===== src/rtl/ahb_irq_pkg.sv =====
`timescale 1ns/1ps
`default_nettype none
// ============================================================================
// Package     : ahb_irq_pkg
// Description : Shared constants and types for the AHB-Lite interrupt
//               controller: source count default, interrupt-ID width,
//               register offsets and the register-select decode helper.
// Revision    : 1.0  initial release
// ============================================================================
package ahb_irq_pkg;

    localparam int C_NSRC_DEFAULT = 8;
    localparam int C_ID_W         = 3;
    localparam int C_OFS_W        = 5;

    localparam logic [C_OFS_W-1:0] C_OFS_ENABLE   = 5'h00;
    localparam logic [C_OFS_W-1:0] C_OFS_PENDING  = 5'h04;
    localparam logic [C_OFS_W-1:0] C_OFS_CLEAR    = 5'h08;
    localparam logic [C_OFS_W-1:0] C_OFS_CLAIM    = 5'h0C;
    localparam logic [C_OFS_W-1:0] C_OFS_COMPLETE = 5'h10;

    typedef enum logic [2:0] {
        REG_ENABLE   = 3'd0,
        REG_PENDING  = 3'd1,
        REG_CLEAR    = 3'd2,
        REG_CLAIM    = 3'd3,
        REG_COMPLETE = 3'd4,
        REG_NONE     = 3'd5
    } reg_sel_e;

    // Offsets must match exactly; anything else (including misaligned
    // offsets) selects nothing and reads as zero.
    function automatic reg_sel_e decode_ofs(input logic [C_OFS_W-1:0] ofs);
        reg_sel_e sel;
        case (ofs)
            C_OFS_ENABLE:   sel = REG_ENABLE;
            C_OFS_PENDING:  sel = REG_PENDING;
            C_OFS_CLEAR:    sel = REG_CLEAR;
            C_OFS_CLAIM:    sel = REG_CLAIM;
            C_OFS_COMPLETE: sel = REG_COMPLETE;
            default:        sel = REG_NONE;
        endcase
        return sel;
    endfunction

endpackage
`default_nettype wire


===== src/rtl/irq_prio_enc.sv =====
`timescale 1ns/1ps
`default_nettype none
// ============================================================================
// Module      : irq_prio_enc
// Description : Combinational fixed-priority encoder. Bit 0 has the highest
//               priority.
// Ports       : i_req   [N-1:0]    request vector
//               o_valid             any request present
//               o_idx   [ID_W-1:0]  index of lowest set bit (0 when none)
// Revision    : 1.0  initial release
// ============================================================================
module irq_prio_enc #(
    parameter int N    = 8,
    parameter int ID_W = 3
) (
    input  logic [N-1:0]    i_req,
    output logic            o_valid,
    output logic [ID_W-1:0] o_idx
);

    always_comb begin
        o_valid = |i_req;
        o_idx   = '0;
        // Scan from the top down so the lowest set index is written last.
        for (int i = N - 1; i >= 0; i--) begin
            if (i_req[i]) begin
                o_idx = ID_W'(i);
            end
        end
    end

endmodule
`default_nettype wire


===== src/rtl/ahb_irq_ctrl.sv =====
`timescale 1ns/1ps
`default_nettype none
// ============================================================================
// Module      : ahb_irq_ctrl
// Description : AHB-Lite slave interrupt controller with claim/complete
//               handshake, fixed priority (source 0 highest) and a single
//               non-nesting service slot.
// Build macro : IRQ_CTRL_EDGE_EN - when defined, sources are rising-edge
//               detected and pending bits are sticky (cleared by CLEAR writes
//               or claims); otherwise pending follows irq_src (level mode).
// Ports       : HCLK, HRESETn (async, active-low)
//               HSEL, HADDR, HTRANS, HWRITE, HWDATA, HREADY  AHB-Lite inputs
//               HRDATA, HREADYOUT                           AHB-Lite outputs
//               irq_src [NSRC-1:0]  interrupt requests
//               irq_out             registered request to the CPU
//               irq_id  [2:0]       registered winning source index
// Registers   : 0x00 ENABLE RW, 0x04 PENDING RO, 0x08 CLEAR WO (W1C),
//               0x0C CLAIM RO, 0x10 COMPLETE WO
// Revision    : 1.0  initial release
// ============================================================================
module ahb_irq_ctrl
    import ahb_irq_pkg::*;
#(
    parameter int NSRC = C_NSRC_DEFAULT
) (
    input  logic              HCLK,
    input  logic              HRESETn,
    input  logic              HSEL,
    input  logic [31:0]       HADDR,
    input  logic [1:0]        HTRANS,
    input  logic              HWRITE,
    input  logic [31:0]       HWDATA,
    input  logic              HREADY,
    output logic [31:0]       HRDATA,
    output logic              HREADYOUT,
    input  logic [NSRC-1:0]   irq_src,
    output logic              irq_out,
    output logic [C_ID_W-1:0] irq_id
);

    // ------------------------------------------------------------------
    // Address phase capture
    // ------------------------------------------------------------------
    logic               r_hsel;
    logic               r_hwrite;
    logic               r_htrans1;
    logic [C_OFS_W-1:0] r_ofs;

    always_ff @(posedge HCLK or negedge HRESETn) begin
        if (!HRESETn) begin
            r_hsel    <= 1'b0;
            r_hwrite  <= 1'b0;
            r_htrans1 <= 1'b0;
            r_ofs     <= '0;
        end else if (HREADY) begin
            r_hsel    <= HSEL;
            r_hwrite  <= HWRITE;
            r_htrans1 <= HTRANS[1];
            r_ofs     <= HADDR[C_OFS_W-1:0];
        end
    end

    reg_sel_e w_sel;
    logic     w_wr_xfer;
    logic     w_rd_xfer;

    assign w_sel     = decode_ofs(r_ofs);
    assign w_wr_xfer = r_hsel & r_hwrite & r_htrans1;
    assign w_rd_xfer = r_hsel & ~r_hwrite & r_htrans1;
    assign HREADYOUT = 1'b1;

    // ------------------------------------------------------------------
    // Priority selection
    // ------------------------------------------------------------------
    logic [NSRC-1:0]   r_enable;
    logic [NSRC-1:0]   r_pending;
    logic [NSRC-1:0]   w_eligible;
    logic              w_any;
    logic [C_ID_W-1:0] w_winner;
    logic              w_claim_valid;

    assign w_eligible = r_pending & r_enable;

    irq_prio_enc #(
        .N    (NSRC),
        .ID_W (C_ID_W)
    ) u_prio (
        .i_req   (w_eligible),
        .o_valid (w_any),
        .o_idx   (w_winner)
    );

    // ------------------------------------------------------------------
    // Service state: a claim opens the slot, a matching complete closes it
    // ------------------------------------------------------------------
    logic              r_busy;
    logic [C_ID_W-1:0] r_in_service;
    logic              w_claim;
    logic              w_complete;

    assign w_claim_valid = w_any & ~r_busy;
    assign w_claim       = w_rd_xfer && (w_sel == REG_CLAIM) && w_claim_valid;
    assign w_complete    = w_wr_xfer && (w_sel == REG_COMPLETE) && r_busy &&
                           (HWDATA[C_ID_W-1:0] == r_in_service);

    always_ff @(posedge HCLK or negedge HRESETn) begin
        if (!HRESETn) begin
            r_busy       <= 1'b0;
            r_in_service <= '0;
        end else if (w_claim) begin
            r_busy       <= 1'b1;
            r_in_service <= w_winner;
        end else if (w_complete) begin
            r_busy       <= 1'b0;
        end
    end

    always_ff @(posedge HCLK or negedge HRESETn) begin
        if (!HRESETn) begin
            r_enable <= '0;
        end else if (w_wr_xfer && (w_sel == REG_ENABLE)) begin
            r_enable <= HWDATA[NSRC-1:0];
        end
    end

    // ------------------------------------------------------------------
    // Pending tracking
    // ------------------------------------------------------------------
`ifdef IRQ_CTRL_EDGE_EN
    logic [NSRC-1:0] r_src_q;
    logic [NSRC-1:0] w_set;
    logic [NSRC-1:0] w_clr;

    assign w_set = irq_src & ~r_src_q;
    assign w_clr = ((w_wr_xfer && (w_sel == REG_CLEAR)) ? HWDATA[NSRC-1:0] : '0) |
                   (w_claim ? (NSRC'(1) << w_winner) : '0);

    // Set is OR-ed in after the clear so a coincident new edge survives.
    always_ff @(posedge HCLK or negedge HRESETn) begin
        if (!HRESETn) begin
            r_src_q   <= '0;
            r_pending <= '0;
        end else begin
            r_src_q   <= irq_src;
            r_pending <= (r_pending & ~w_clr) | w_set;
        end
    end
`else
    // Level mode: the peripheral owns the request; CLEAR and claims only
    // affect the controller's service state, never the pending image.
    always_ff @(posedge HCLK or negedge HRESETn) begin
        if (!HRESETn) begin
            r_pending <= '0;
        end else begin
            r_pending <= irq_src;
        end
    end
`endif

    // ------------------------------------------------------------------
    // CPU request outputs
    // ------------------------------------------------------------------
    always_ff @(posedge HCLK or negedge HRESETn) begin
        if (!HRESETn) begin
            irq_out <= 1'b0;
            irq_id  <= '0;
        end else begin
            irq_out <= w_claim_valid;
            irq_id  <= w_winner;
        end
    end

    // ------------------------------------------------------------------
    // Read data
    // ------------------------------------------------------------------
    always_comb begin
        HRDATA = '0;
        case (w_sel)
            REG_ENABLE:  HRDATA[NSRC-1:0]   = r_enable;
            REG_PENDING: HRDATA[NSRC-1:0]   = r_pending;
            REG_CLAIM: begin
                HRDATA[31]           = w_claim_valid;
                HRDATA[C_ID_W-1:0]   = w_winner;
            end
            default:     HRDATA = '0;
        endcase
    end

    // Address bits above the register window, the sequential/nonseq
    // distinction and write-data bits beyond the source count carry no
    // meaning for this block.
    logic w_unused_ok;
    assign w_unused_ok = &{1'b0, HADDR[31:C_OFS_W], HTRANS[0], HWDATA[31:NSRC]};

endmodule
`default_nettype wire

===== config.mk =====
export PLATFORM = sky130hd
export DESIGN_NAME = ahb_irq_ctrl
export DESIGN_NICKNAME = d
export VERILOG_FILES = /design/src/rtl/ahb_irq_pkg.sv /design/src/rtl/irq_prio_enc.sv /design/src/rtl/ahb_irq_ctrl.sv
export SDC_FILE = /design/constraint.sdc
export NUM_CORES = 1
export LEC_CHECK = 0
export CAP_MARGIN = 25
export CORE_MARGIN = 10
export CORE_UTILIZATION = 35
export DETAILED_ROUTE_END_ITERATION = 8
export GPL_TIMING_DRIVEN = 0
export HOLD_SLACK_MARGIN = 0.12
export PLACE_DENSITY = 0.82
export SLEW_MARGIN = 20
export SYNTH_ARGS = -nofsm -noshare
export SYNTH_HDL_FRONTEND = slang
export SYNTH_SLANG_ARGS = --single-unit

===== constraint.sdc =====
create_clock -name HCLK -period 5.1 [get_ports HCLK]
set_input_delay 0.765 -clock HCLK [delete_from_list [all_inputs] [get_ports HCLK]]
set_output_delay 0.765 -clock HCLK [all_outputs]
set_load 0.02 [all_outputs]

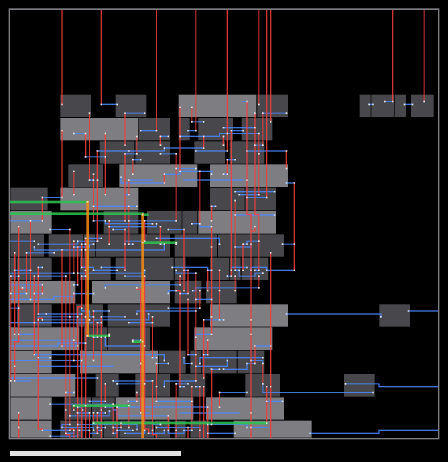
**Above:** run 1 (layout detail).
The bar under the picture is 20 microns long. Window x 19 to 69, y 36 to 86 microns. Cells in grey, sequential cells in the stronger grey; small squares are vias.
colour	layer
green	metal 3
red	metal 2
blue	metal 1
orange	metal 4
sequential cells in the window	20
most frequent	dfrtp_1 (20), clkdlybuf4s50_1 (9), mux2_2 (8)
cells with their middle in the window	85
netlist names of flops here include	`r_ofs` (5), `r_enable` (3), `r_in_service` (3)

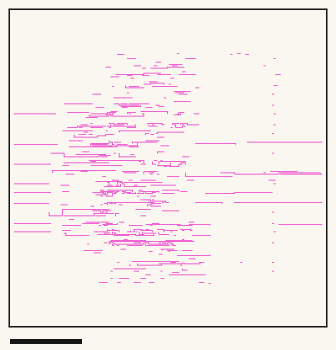
**Above:** run 1 (metal 1).
The bar under the picture is 20 microns long.
main direction	horizontal
wire length on this layer	1290 microns
nets with wire on the layer	178

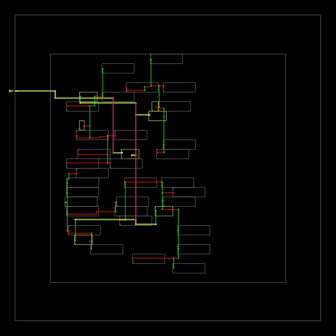
**Above:** run 1 (clock nets).
# clk buffers: 6
Clock Skew: 0.00640 ns
Clk. pwr: 0.000176 W
Seq cells: 32
TritonCTS Buffers: 5

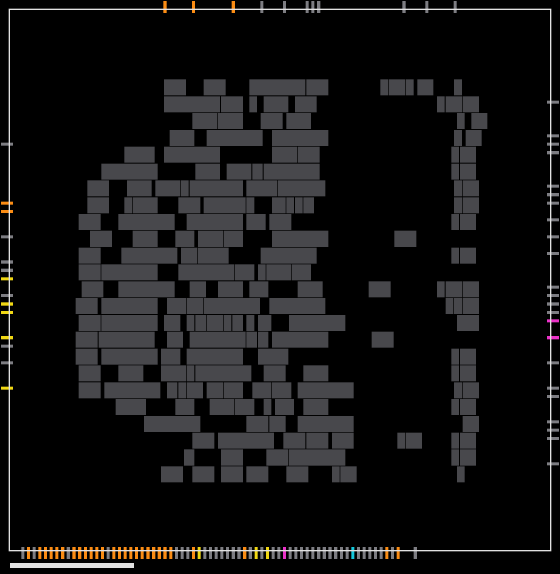
**Above:** run 1 (ports around the boundary).
The bar under the picture is 20 microns long. Pins as bars across the die edge, other pins in grey.
colour	port	pins	direction	edge
yellow	`irq_src`	8	input	5 west, 3 south
magenta	`irq_id`	3	output	2 east, 1 south
orange	`HADDR`	32	input	27 south, 3 north, 2 west
cyan	`HREADYOUT`	1	output	south

==> Slide: Implementation Results, run 1 <==
Key Metrics from the Run

Power
  – Seq. pwr: 0.000311 W
  – Sw Pwr: 0.000178 W
  – Static leakage: 1.00 nW
  – Seq pwr share: 49.7%
  – Max power group: registers
  – Switching Share: 28.4%
  – PD cells: 286 nW/um^2
  – Gate power share: 22.3%
  – Worst VDD drop: 0.000186 V
  – Total combinational power: 0.000139 W
  – P_int: 0.000448 W

Yosys
  – Ys async rst share: 100%
  – Ys cells: 127
  – Xor and xnor fraction of the mapped netlist area: 1.66%
  – Mean area per synthesized cell: 12.5 sq um
  – Biggest area cells: dfrtp_1 50%, buf_4 11%, mux2_2 7.1%, mux2_1 6.4%, a22o_1 4.4%
  – Post-synth regs: 32
  – EDFF count, synth: 0
  – Synth Warn #: 0
  – Register share after synthesis: 50.5%
  – Basic Gates by Area: 11.4%
  – Unique cell types: 28
  – Post-Synth Adder-Cell Area: 0%

Detailed routing
  – Final ANT Viol Nets: 0
  – Drt via density: 4.41
  – Met3 wire length: 403 microns
  – Top Metal Used: met4
  – Metal-1 WL: 1.29 mm
  – DRT Wirelength: 3.36 mm
  – DRC viols: 0
  – Met2 wire length: 1.62 mm
  – Initial DRC Count: 21

Clock tree
  – CTS H-Tree Depth: 2
  – Gates resized, CTS repair: 0
  – Root buf cell: clkbuf_8
  – Clk_lat worst skew: 0.28 ns
  – Clock transition at path regs: 0.06 ns

GRT
  – Initial antenna violation count: 0
  – Grt ovf: 0
  – GRT Total Usage: 9.15%
  – First-pass GRT wire length: 5.44 mm

Final timing
  – Min cycle time layout: 3.29 ns
  – Max-slew violation count: 0
  – RSZ-0062 raised after global routing: no
  – Final hold violation count: 0
  – Max Freq: 304 MHz
  – WHS: 0.475 ns
  – Slew HR: 54.1%
  – Setup_tns: 0 ns

Setup path
  – CP max FO: 8
  – Worst R2R End: r_enable[2]
  – Worst path slowest cell: clkdlybuf4s50_1
  – Crit end category: output port
  – Worst Setup Path Type: flop to output port
  – Reg2Reg Launch Point: r_ofs[0]
  – Crit path buffers/inverters: 1
  – CP Launch Type: flop
  – Worst EP arrival: 2.52 ns
  – Worst R2R Setup Slack: 3.15 ns

Status
  – Status: completed

Flow run
  – Max Cap Viol: 0
  – OpenROAD warnings: 78

Cells and area
  – Final instance area: 2190 sq um
  – Top Layout Cells: 37 x clkdlybuf4s50_1, 32 x dfrtp_1, 24 x buf_4, 24 x conb_1, 10 x mux2_2
  – Fillers: 401

Floorplan
  – Fp_density: 36.2%
  – Cell row count: 24
  – Die Span X: 87.3 microns

Placement
  – Area after DPL: 2110 sq um
  – PortBufs: 38
  – Routability cong.: 0.817

Hold path
  – Worst hold start: r_busy
## run 1: area by class of cell
cell class | instances | area share [%]
buffer | 25 | 8.41
clock buffer | 6 | 3.32
clock inverter | 1 | 0.229
multi-input combinational | 92 | 31.3
sequential | 32 | 36.6
tap | 52 | 2.97
timing repair buffer | 38 | 17.2
## run 1: cell usage after synthesis (2+ instances only)
library cell	number
a22oi_1	6
xnor2_1	2
dfrtp_1	32
nand3_1	4
buf_4	24
nor2_1	2
mux2_1	9
nand2_1	9
a21o_1	2
and2_1	2
mux2_2	10
conb_1	2
a22o_1	8
## run 1: worst max path at each step
| stage | from | endpoint | slack, ns | depth (start not counted) |
|---|---|---|---|---|
| final | r_ofs[4] | HRDATA[2] | 1.81 | 5 |
| after global routing | r_ofs[4] | HRDATA[2] | 1.69 | 5 |
| after CTS | r_ofs[4] | HRDATA[2] | 1.82 | 5 |
| after detailed placement | r_ofs[4] | HRDATA[2] | 2.14 | 5 |
| after global placement | r_ofs[4] | HRDATA[2] | 2.15 | 5 |
| after floorplan | r_ofs[4] | HRDATA[0] | 2.83 | 4 |
## run 1: per-stage QoR
| step | power (W) | util (%) | std cells |
|---|---|---|---|
| floorplan | 0.000398 | - | 149 |
| global placement | 0.000452 | 48.2 | 239 |
| detailed placement | 0.000456 | 48.1 | 239 |
| CTS | 0.000632 | 49.9 | 246 |
| global route | 0.000663 | 49.9 | 246 |
| finish | 0.000626 | 49.9 | 246 |
## run 1: state kept, by name (all words and copies together) (netlist names)
signal	count
r_htrans1	1
r_ofs	5
irq_id	3
r_in_service	3
r_busy	1
irq_out	1
r_enable	8
r_pending	8
r_hwrite	1
r_hsel	1
## run 1: routing by layer
metal	GRT usage, %	vias to the layer above
met5	0	-
met4	3.91	0
met3	5.34	6
met2	14.6	51
met1	9.55	487
li1	-	541
**Run 1: sequential cells coloured by netlist name**

The bar under the picture is 20 microns long.
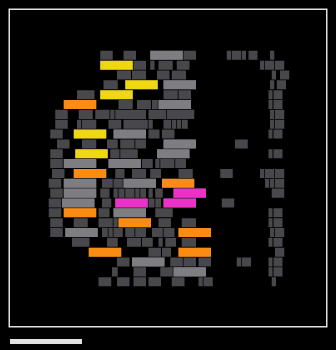

==> run 2, diff against run 1 <==
- CORE_UTILIZATION: 35 -> 31
- PLACE_DENSITY: 0.82 -> 0.77
- clock period: 5.1 -> 2.75 ns (I/O delays scaled with it)
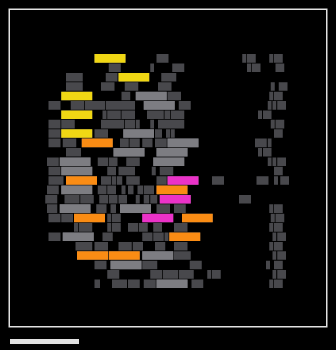
**Above:** run 2 (sequential cells coloured by netlist name).
The bar under the picture is 20 microns long.
colour	signal	flops
magenta	`irq_id`	3
yellow	`r_ofs`	5
orange	`r_enable`	8
not coloured	16

==> Slide: Implementation Results, run 2 <==
Key Metrics from the Run

Setup path
  – Critical path origin: r_ofs[4]
  – CP Launch Type: flop
  – CP max FO: 5
  – Reg2Reg Launch Point: r_ofs[0]
  – Crit end category: output port
  – Worst EP arrival: 2.05 ns
  – Worst Setup Path Type: flop to output port

Clock tree
  – TritonCTS Buffers: 5
  – CTS H-Tree Depth: 2
  – Clk_lat worst skew: 0.29 ns

Final timing
  – Final hold violation count: 0
  – WHS: 0.170 ns
  – Clock Skew: 0.00735 ns
  – RSZ-0062 raised after global routing: no
  – Min cycle time layout: 2.47 ns
  – Slew HR: 53.9%
  – Setup_tns: 0 ns
  – Max-slew violation count: 0
  – Max Freq: 405 MHz

Detailed routing
  – Final ANT Viol Nets: 0
  – Met3 wire length: 388 microns
  – DRC viols: 0
  – Top Metal Used: met4
  – Metal-1 WL: 1.46 mm
  – DRT Wirelength: 3.61 mm

Cells and area
  – Regs by FF count: r_enable (8), r_pending (8), r_ofs (5)
  – Fin util: 46.9%
  – Top Layout Cells: 32 x dfrtp_1, 28 x buf_4, 28 x clkdlybuf4s50_1
  – Non-Filler Instances: 266
  – Fillers: 444

Yosys
  – Mean area per synthesized cell: 12.5 sq um
  – Count leader, synth: dfrtp_1
  – Unique cell types: 28
  – Register share after synthesis: 50.5%
  – Ys async rst share: 100%
  – Post-synth regs: 32
  – Biggest area cells: dfrtp_1 50%, buf_4 11%, mux2_2 7.1%, mux2_1 6.4%, a22o_1 4.4%
  – EDFF count, synth: 0

Status
  – Status: completed

Flow run
  – OpenROAD warnings: 78
  – Max Cap Viol: 0

Placement
  – PortBufs: 38
  – Area after DPL: 2130 sq um
  – Placed insts: 254
  – Routability cong.: 0.773

GRT
  – GRT Total Usage: 8.78%
  – Grt ovf: 0
  – First-pass GRT wire length: 5.91 mm
  – Initial antenna violation count: 0

Power
  – Total combinational power: 0.000263 W
  – Max power group: registers
  – Seq. pwr: 0.000579 W
  – Gate power share: 21.8%
  – Worst VDD drop: 0.000328 V
  – Final Power: 0.00120 W
  – Static leakage: 1.18 nW
  – Seq pwr share: 48.1%
  – Switching Share: 28.2%

Floorplan
  – Cell row count: 25
  – Die Span X: 91.5 microns
run 2: cell counts after synthesis:
Identical to the previous run, type by type.
run 2: layout make-up:
type | instances | area (sq um) | share of cell area, %
sequential | 32 | 801 | 35.2
timing repair buffer | 42 | 424 | 18.7
tap | 67 | 83.8 | 3.69
multi-input combinational | 92 | 691 | 30.4
buffer | 25 | 184 | 8.09
clock buffer | 8 | 90.1 | 3.96
run 2: worst max-delay path, delay by kind of cell (launching register included):
| kind | cells | cell delay (ns) |
|---|---|---|
| buffers and inverters | 2 | 0.51 |
| and+or+nand+nor | 2 | 0.68 |
| DFF | 1 | 0.43 |
| AOI/OAI and AO/OA | 1 | 0.15 |
run 2: final timing paths:
check | to | slack, ns | cells after the start
max | HRDATA[3] | 0.28 | 5
min | r_pending[6] | 0.17 | 1
max reg2reg | r_enable[2] | 0.89 | 6
min reg2reg | irq_out | 0.49 | 1
max in group asynchronous | r_ofs[4] | 2.13 | 1
min in group HCLK | irq_out | 0.49 | 1
run 2: kinds of logic (layout without fill, tap and decap cells):
| logic type | after synthesis | after routing | share of synthesized area, % |
|---|---|---|---|
| flip-flops | 32 | 32 | 50.5 |
| AND-OR/OR-AND | 22 | 22 | 11.0 |
| other | 2 | 24 | 0.473 |
| XOR/XNOR | 3 | 3 | 1.66 |
| buffers and inverters | 25 | 75 | 11.6 |
| AND/OR/NAND/NOR | 24 | 24 | 11.4 |
| multiplexers | 19 | 19 | 13.5 |
run 2: timing repair:
action,CTS,global route
buffers inserted,4,0
pin swaps,1,1
setup endpoints to repair,8,8
resized,2,8
run 2: metal layers:
layer / vias to the layer above / track usage [%]
met5: - / 0
met4: 0 / 4.31
met3: 5 / 4.69
met2: 59 / 14.2
met1: 542 / 9.10
li1: 550 / -
**Run 2: clock nets**

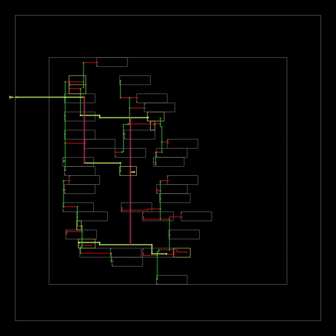

==> run 3, diff against run 2 <==
- CORE_MARGIN: 10 -> 2
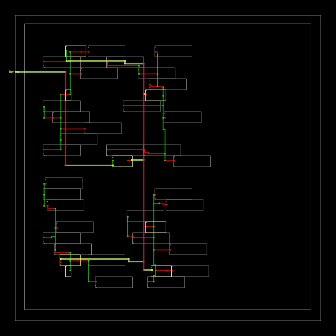
**Above:** run 3 (clock nets).
clk_lat worst skew: 0.29 ns
Clock Skew: 0.00681 ns
Clk. pwr: 0.000362 W
# clk buffers: 8
CTS sink cnt: 32

==> Slide: Implementation Results, run 3 <==
Key Metrics from the Run

Final timing
  – Setup_tns: 0 ns
  – Slew HR: 54.0%
  – Max Freq: 374 MHz
  – WHS: 0.163 ns
  – Max-slew violation count: 0
  – Final hold violation count: 0
  – RSZ-0062 raised after global routing: no
  – Min cycle time layout: 2.68 ns
  – Final setup fails: 0

Placement
  – Placed insts: 257
  – PortBufs: 38
  – Routability cong.: 0.745

GRT
  – GRT Total Usage: 12.0%
  – GRT met2 Usage: 20.2%
  – Met3 Resource Use GR: 3.70%
  – First-pass GRT wire length: 4.89 mm
  – Met1 usage: 13.6%
  – Grt peak-use layer: met2
  – Grt ovf: 0
  – Initial antenna violation count: 0

Setup path
  – Crit end category: output port
  – Critical path origin: r_ofs[4]
  – Worst Setup Path Type: flop to output port
  – Worst EP arrival: 2.26 ns
  – Crit path to: HRDATA[3]
  – R2R depth: 6
  – CP max FO: 8
  – CP cell instances: or3b_4 > nor3_4 > buf_12 > a22o_1 > clkdlybuf4s50_1
  – Worst R2R Setup Slack: 0.88 ns
  – Worst path slowest cell: clkdlybuf4s50_1
  – Reg2Reg Launch Point: r_ofs[0]
  – CP Launch Type: flop
  – Worst R2R End: r_enable[5]

Yosys
  – Ys flop type: dfrtp_1
  – Xor and xnor fraction of the mapped netlist area: 1.66%
  – Ys async rst share: 100%
  – Synth top area share: 50.5%
  – Post-Synth AOI/OAI Area: 11.0%
  – Mean area per synthesized cell: 12.5 sq um
  – Most common library cells after synthesis: 32 x dfrtp_1, 24 x buf_4, 10 x mux2_2
  – Top logic family: multiplexers
  – Biggest area cells: dfrtp_1 50%, buf_4 11%, mux2_2 7.1%, mux2_1 6.4%, a22o_1 4.4%
  – Post-Synth Adder-Cell Area: 0%
  – Post-synth regs: 32
  – Register share after synthesis: 50.5%
  – Basic Gates by Area: 11.4%
  – Mux frac, synth: 13.5%
  – Unique cell types: 28
  – EDFF count, synth: 0
  – Ys cells: 127
  – Count leader, synth: dfrtp_1

Floorplan
  – Die Span X: 75.5 microns
  – Fp_density: 31.7%
  – Cell row count: 26

Power
  – PD cells: 530 nW/um^2
  – Worst VDD drop: 0.000347 V
  – Final Power: 0.00120 W
  – Static leakage: 1.08 nW

Cells and area
  – Regs by FF count: r_enable (8), r_pending (8), r_ofs (5)
  – Logic area: 691 sq um
  – Top Layout Cells: 33 x clkdlybuf4s50_1, 32 x dfrtp_1, 26 x buf_4
  – FF+latch area: 801 sq um
  – Non-Filler Instances: 268

Flow run
  – Max Cap Viol: 0
  – OpenROAD warnings: 78

Detailed routing
  – DRC viols: 0
  – Final ANT Viol Nets: 0
  – Drt via density: 4.24
  – DRT Wirelength: 3.08 mm
  – Initial DRC Count: 21

Status
  – Status: completed

Clock tree
  – Clock transition at path regs: 0.06 ns
  – TritonCTS Buffers: 5
  – Root buf cell: clkbuf_8
  – CTS H-Tree Depth: 2

Hold path
  – Worst Hold Class: primary input to async pin
run 3: what timing repair did:
item	CTS	global route
hold buffers	0	0
pin swaps	1	0
endpoints found under the setup margin	8	2
setup buffers	3	0
resized	3	2
run 3: logic make-up (layout without fill, tap and decap cells):
logic type,Yosys count,count (layout)
simple gates,24,24
other cells,2,24
mux,19,19
xor+xnor,3,3
buf+inv,25,74
compound gates,22,22
flops,32,32
run 3: layout make-up:
class                   count  area share [%]
plain buffers              25            8.12
flip-flops and latches     32            35.3
well taps                  70            3.87
clock buffers               8            3.98
repair buffers             41            18.2
multi-input cells          92            30.5
run 3: metrics by stage:
stage                     util [%]  area (sq um)
after floorplan                  -          1670
after global placement        42.7          2140
after detailed placement      42.6          2130
after CTS                     45.1          2260
after global routing          45.2          2270
final                         45.2          2270
run 3: routing by layer:
layer	wire length [microns]	part of all wire, %	up-vias
met1	1240	40	537
met5	0	0	-
li1	-	-	549
met2	1560	51	44
met4	74	2.4	0
met3	213	6.9	7
run 3: worst max-delay path: cells and delay by family (launching register included):
kind,cells,cell delay (ns)
AOI/OAI and AO/OA,1,0.15
buffers and inverters,2,0.74
DFF,1,0.43
and+or+nand+nor,2,0.65
run 3: how the worst min path moves through the flow:
stage	startpoint	endpoint	slack, ns	cells after the start
3_5_place_dp	r_busy	irq_out	0.49	1
4_1_cts	HRESETn	r_htrans1	0.19	1
3_3_place_gp	r_busy	r_busy	0.49	2
5_1_grt	HRESETn	r_htrans1	0.23	1
2_1_floorplan	HRESETn	irq_id[0]	0.12	0
6_report	HRESETn	r_htrans1	0.16	1
run 3: where the power goes:
part	internal, W	switching [W]
sequential	0.000524	0.0000545
clock	0.000204	0.000158
combinational	0.000138	0.000123
Power is estimated from default activity; no workload was simulated.
